==> images/pdn.png <==
Bar = 10 um. Pins as bars on the die edge. Tap cells in gray.
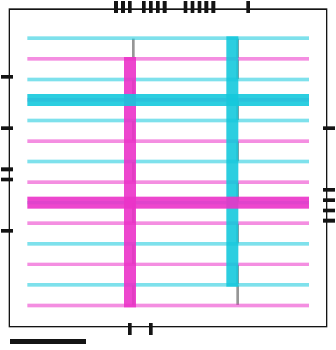
==> images/cell_classes.png <==
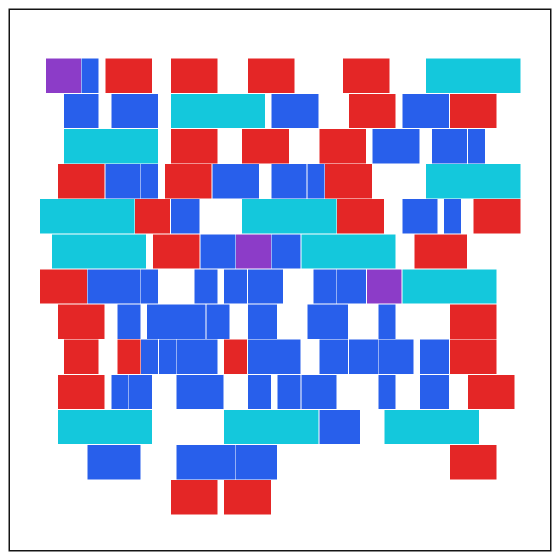
File: src/rtl/addr_arbiter.sv
// addr_arbiter: a registered, parametrised address arbiter for the shared memory address bus.
// NCH requesters compete through a req/grant/done handshake. The winner's address is
// latched and held valid for HOLD cycles. At least one IDLE cycle follows every grant.
//
// Optional feature, selected by the macro ADDR_ARB_ROUND_ROBIN_EN:
//   defined   -> round-robin arbitration with a search-start pointer register
//   undefined -> fixed priority, channel 0 highest, no pointer register

module addr_arbiter #(
    parameter int WIDTH = 5,
    parameter int NCH   = 2,
    parameter int HOLD  = 1
) (
    input  logic                 clk,
    input  logic                 rst,
    input  logic [NCH-1:0]       req,
    input  logic [NCH*WIDTH-1:0] addr_in,
    output logic [NCH-1:0]       gnt,
    output logic [WIDTH-1:0]     addr_out,
    output logic                 addr_valid,
    output logic [NCH-1:0]       done,
    output logic                 busy
);

    localparam int         IDXW      = (NCH > 1) ? $clog2(NCH) : 1;
    localparam logic [3:0] HOLD_LOAD = 4'(HOLD - 1);

    // An illegal configuration is reported while the design is elaborated
    if (HOLD < 1 || HOLD > 16) begin : g_hold_illegal
        $error("addr_arbiter: HOLD=%0d is outside the legal range 1..16", HOLD);
    end
    if (NCH < 2 || NCH > 8) begin : g_nch_illegal
        $error("addr_arbiter: NCH=%0d is outside the legal range 2..8", NCH);
    end

    typedef enum logic {
        IDLE = 1'b0,
        BUSY = 1'b1
    } state_e;

    state_e           state_q, state_d;
    logic [3:0]       cnt_q, cnt_d;
    logic [NCH-1:0]   gnt_q, gnt_d;
    logic [WIDTH-1:0] addr_q, addr_d;
    logic [IDXW-1:0]  winIdx;
    logic             anyReq;
    logic             cntZero;

    assign anyReq  = |req;
    assign cntZero = (cnt_q == 4'd0);

`ifdef ADDR_ARB_ROUND_ROBIN_EN
    logic [IDXW-1:0] ptr_q, ptr_d;
    logic            found;

    // Round-robin pick: first requester found when scanning upward from the pointer
    always_comb begin
        winIdx = '0;
        found  = 1'b0;
        for (int i = 0; i < NCH; i++) begin
            if (!found && req[(int'(ptr_q) + i) % NCH]) begin
                found  = 1'b1;
                winIdx = IDXW'((int'(ptr_q) + i) % NCH);
            end
        end
    end
`else
    // Fixed-priority pick: scanning downward means the lowest requesting index wins
    always_comb begin
        winIdx = '0;
        for (int i = NCH - 1; i >= 0; i--) begin
            if (req[i]) begin
                winIdx = IDXW'(i);
            end
        end
    end
`endif

    // State register: reset clears every register, which zeroes every output on the next cycle
    always_ff @(posedge clk) begin
        if (rst) begin
            state_q <= IDLE;
            cnt_q   <= '0;
            gnt_q   <= '0;
            addr_q  <= '0;
`ifdef ADDR_ARB_ROUND_ROBIN_EN
            ptr_q   <= '0;
`endif
        end else begin
            state_q <= state_d;
            cnt_q   <= cnt_d;
            gnt_q   <= gnt_d;
            addr_q  <= addr_d;
`ifdef ADDR_ARB_ROUND_ROBIN_EN
            ptr_q   <= ptr_d;
`endif
        end
    end

    // Next-state logic: latch the winner from IDLE, then count the hold period down to zero
    always_comb begin
        state_d = state_q;
        cnt_d   = cnt_q;
        gnt_d   = gnt_q;
        addr_d  = addr_q;
`ifdef ADDR_ARB_ROUND_ROBIN_EN
        ptr_d   = ptr_q;
`endif
        case (state_q)
            IDLE: begin
                if (anyReq) begin
                    state_d = BUSY;
                    cnt_d   = HOLD_LOAD;
                    gnt_d   = {{(NCH-1){1'b0}}, 1'b1} << winIdx;
                    addr_d  = addr_in[winIdx*WIDTH +: WIDTH];
`ifdef ADDR_ARB_ROUND_ROBIN_EN
                    ptr_d   = (int'(winIdx) == NCH - 1) ? '0 : winIdx + 1'b1;
`endif
                end
            end
            BUSY: begin
                if (cntZero) begin
                    state_d = IDLE;
                    gnt_d   = '0;
                end else begin
                    cnt_d   = cnt_q - 4'd1;
                end
            end
            default: begin
                state_d = IDLE;
                gnt_d   = '0;
                cnt_d   = '0;
            end
        endcase
    end

    // Output decode: all outputs come from registers only, and addr_out keeps its last value when idle
    always_comb begin
        gnt        = gnt_q;
        addr_out   = addr_q;
        addr_valid = (state_q == BUSY);
        busy       = (state_q == BUSY);
        done       = (state_q == BUSY && cntZero) ? gnt_q : '0;
    end

endmodule

File: config.mk
export PLATFORM = sky130hd
export DESIGN_NAME = addr_arbiter
export DESIGN_NICKNAME = d
export VERILOG_FILES = /design/src/rtl/addr_arbiter.sv
export SDC_FILE = /design/constraint.sdc
export NUM_CORES = 1
export LEC_CHECK = 0
export CAP_MARGIN = 25
export CORE_MARGIN = 2
export CORE_UTILIZATION = 44
export CTS_CLUSTER_DIAMETER = 60
export DETAILED_ROUTE_END_ITERATION = 8
export GPL_TIMING_DRIVEN = 0
export PLACE_DENSITY = 0.86
export SLEW_MARGIN = 20
export SYNTH_ARGS = -nofsm -noshare
export SYNTH_HDL_FRONTEND = slang
export SYNTH_SLANG_ARGS = --single-unit
export TNS_END_PERCENT = 10
File: constraint.sdc
create_clock -name clk -period 3.4 [get_ports clk]
set_input_delay 0.51 -clock clk [delete_from_list [all_inputs] [get_ports clk]]
set_output_delay 0.51 -clock clk [all_outputs]
set_load 0.01 [all_outputs]
==> flow_summary.ini <==
; synthesis and place-and-route metrics
[pwr]
power_leakage_nw = 0.364
power_w = 0.000320

[critical_path]
rrSetupSlack_ns = 1.97
worstSetupEndpoint = done[0]
crit_path_max_fanout = 4
r2r-end = cnt_q[0]$_SDFFE_PP0P_
arrival_ns = 1.99

[final_layout]
fin_cells = 110
layout_top_cell = clkdlybuf4s50_1
final_nets = 113

[sta]
rsz0062_at_grt = no
setup_slack_ns = 0.897
period_needed_ns = 2.50
drv_slew = 0
whs_ns = 0.480

[placed_design]
dp_cells = 107
gp_congestion = 0.843

[synth]
yosys.stat.seqShare_pct = 38.2
yosysWarnings = 0
top_area_cell = dfxtp_1

[outcome]
status = finished, final reports clean

[detailed_routing]
drc = 0
viasPerCell = 5.45
firstDrtPassIters = 4

[grt]
grt_pass1_vias = 576
grt_start_max_net_pins = 11

[flow_run]
warnings = 27

[hold_path]
hold_depth = 2

[die]
num_rows = 13

[cts]
root_buffer = clkbuf_4
cts-resized-gates = 0
Notes on pdn.png above:
Magenta shows VSS. Cyan shows VDD.
2 straps on met4. 15 tap cells. The core has 13 rows.

Notes on cell_classes.png above:
Purple shows cells driving clock nets, cells 3. Cyan shows flops, cells 12. Blue shows all other logic, cells 51. Red shows other buffers and delay cells, cells 29.

power breakdown:
part	switching (W)	internal, W	leakage, nW	total, W
Sequential	0.00000507	0.000149	0.0987	0.000154
Clock	0.0000456	0.0000410	0.0138	0.0000867
Combinational	0.0000310	0.0000475	0.252	0.0000785
Total	0.0000817	0.000238	0.364	0.000320
area by class of cell:
class,instances,area (sq um)
buffer,5,36.3
clock buffer,3,22.5
fill,110,407
inverter,2,7.51
multi-input combinational,49,345
sequential,12,240
tap,15,18.8
timing repair buffer,24,240
worst max-delay path, delay by kind of cell (launching register included):
family / cells / cell delay [ns]
flops: 1 / 0.34
simple gates: 3 / 0.56
buf+inv: 2 / 0.64
fa+ha+maj: 1 / 0.18
state kept, by name (all words and copies together) (netlist names):
name	count
addr_valid	1
cnt_q	4
gnt	2
addr_out	5
layer usage:
layer  up-vias  routed length (um)  GRT usage, %
met5         -                   0             0
met2        18                 738          30.3
met3         6                  73          8.26
li1        302                   -             -
met1       273                 595          19.6
met4         0                  26          9.68
cells in the mapped netlist:
cell and n:
mux2_2 2, buf_2 2, a31oi_1 1, and2_1 2, dfxtp_1 12, nand2_1 1
nor2_1 8, buf_4 2, a21oi_1 3, o21ai_2 1, nor4_1 1, buf_6 1
mux2i_1 5, o21bai_1 1, o31a_1 1, o21ba_2 1, o211ai_1 1, nor3b_1 1
ha_1 2, a211oi_1 6, nor2b_2 1, o21ai_1 2, nor3_1 3, nand4b_1 1
nand4bb_1 1, inv_1 2, nand2b_1 3, nor2b_1 1
kinds of logic after synthesis:
family                     share of synthesized area, %
buffers and inverters                              6.96
and+or+nand+nor                                    20.5
DFF                                                38.2
muxes                                              11.5
AOI/OAI and AO/OA                                  18.9
adders and majority gates                          3.98
No activity file was given, so power comes from the tool's default toggle rates.
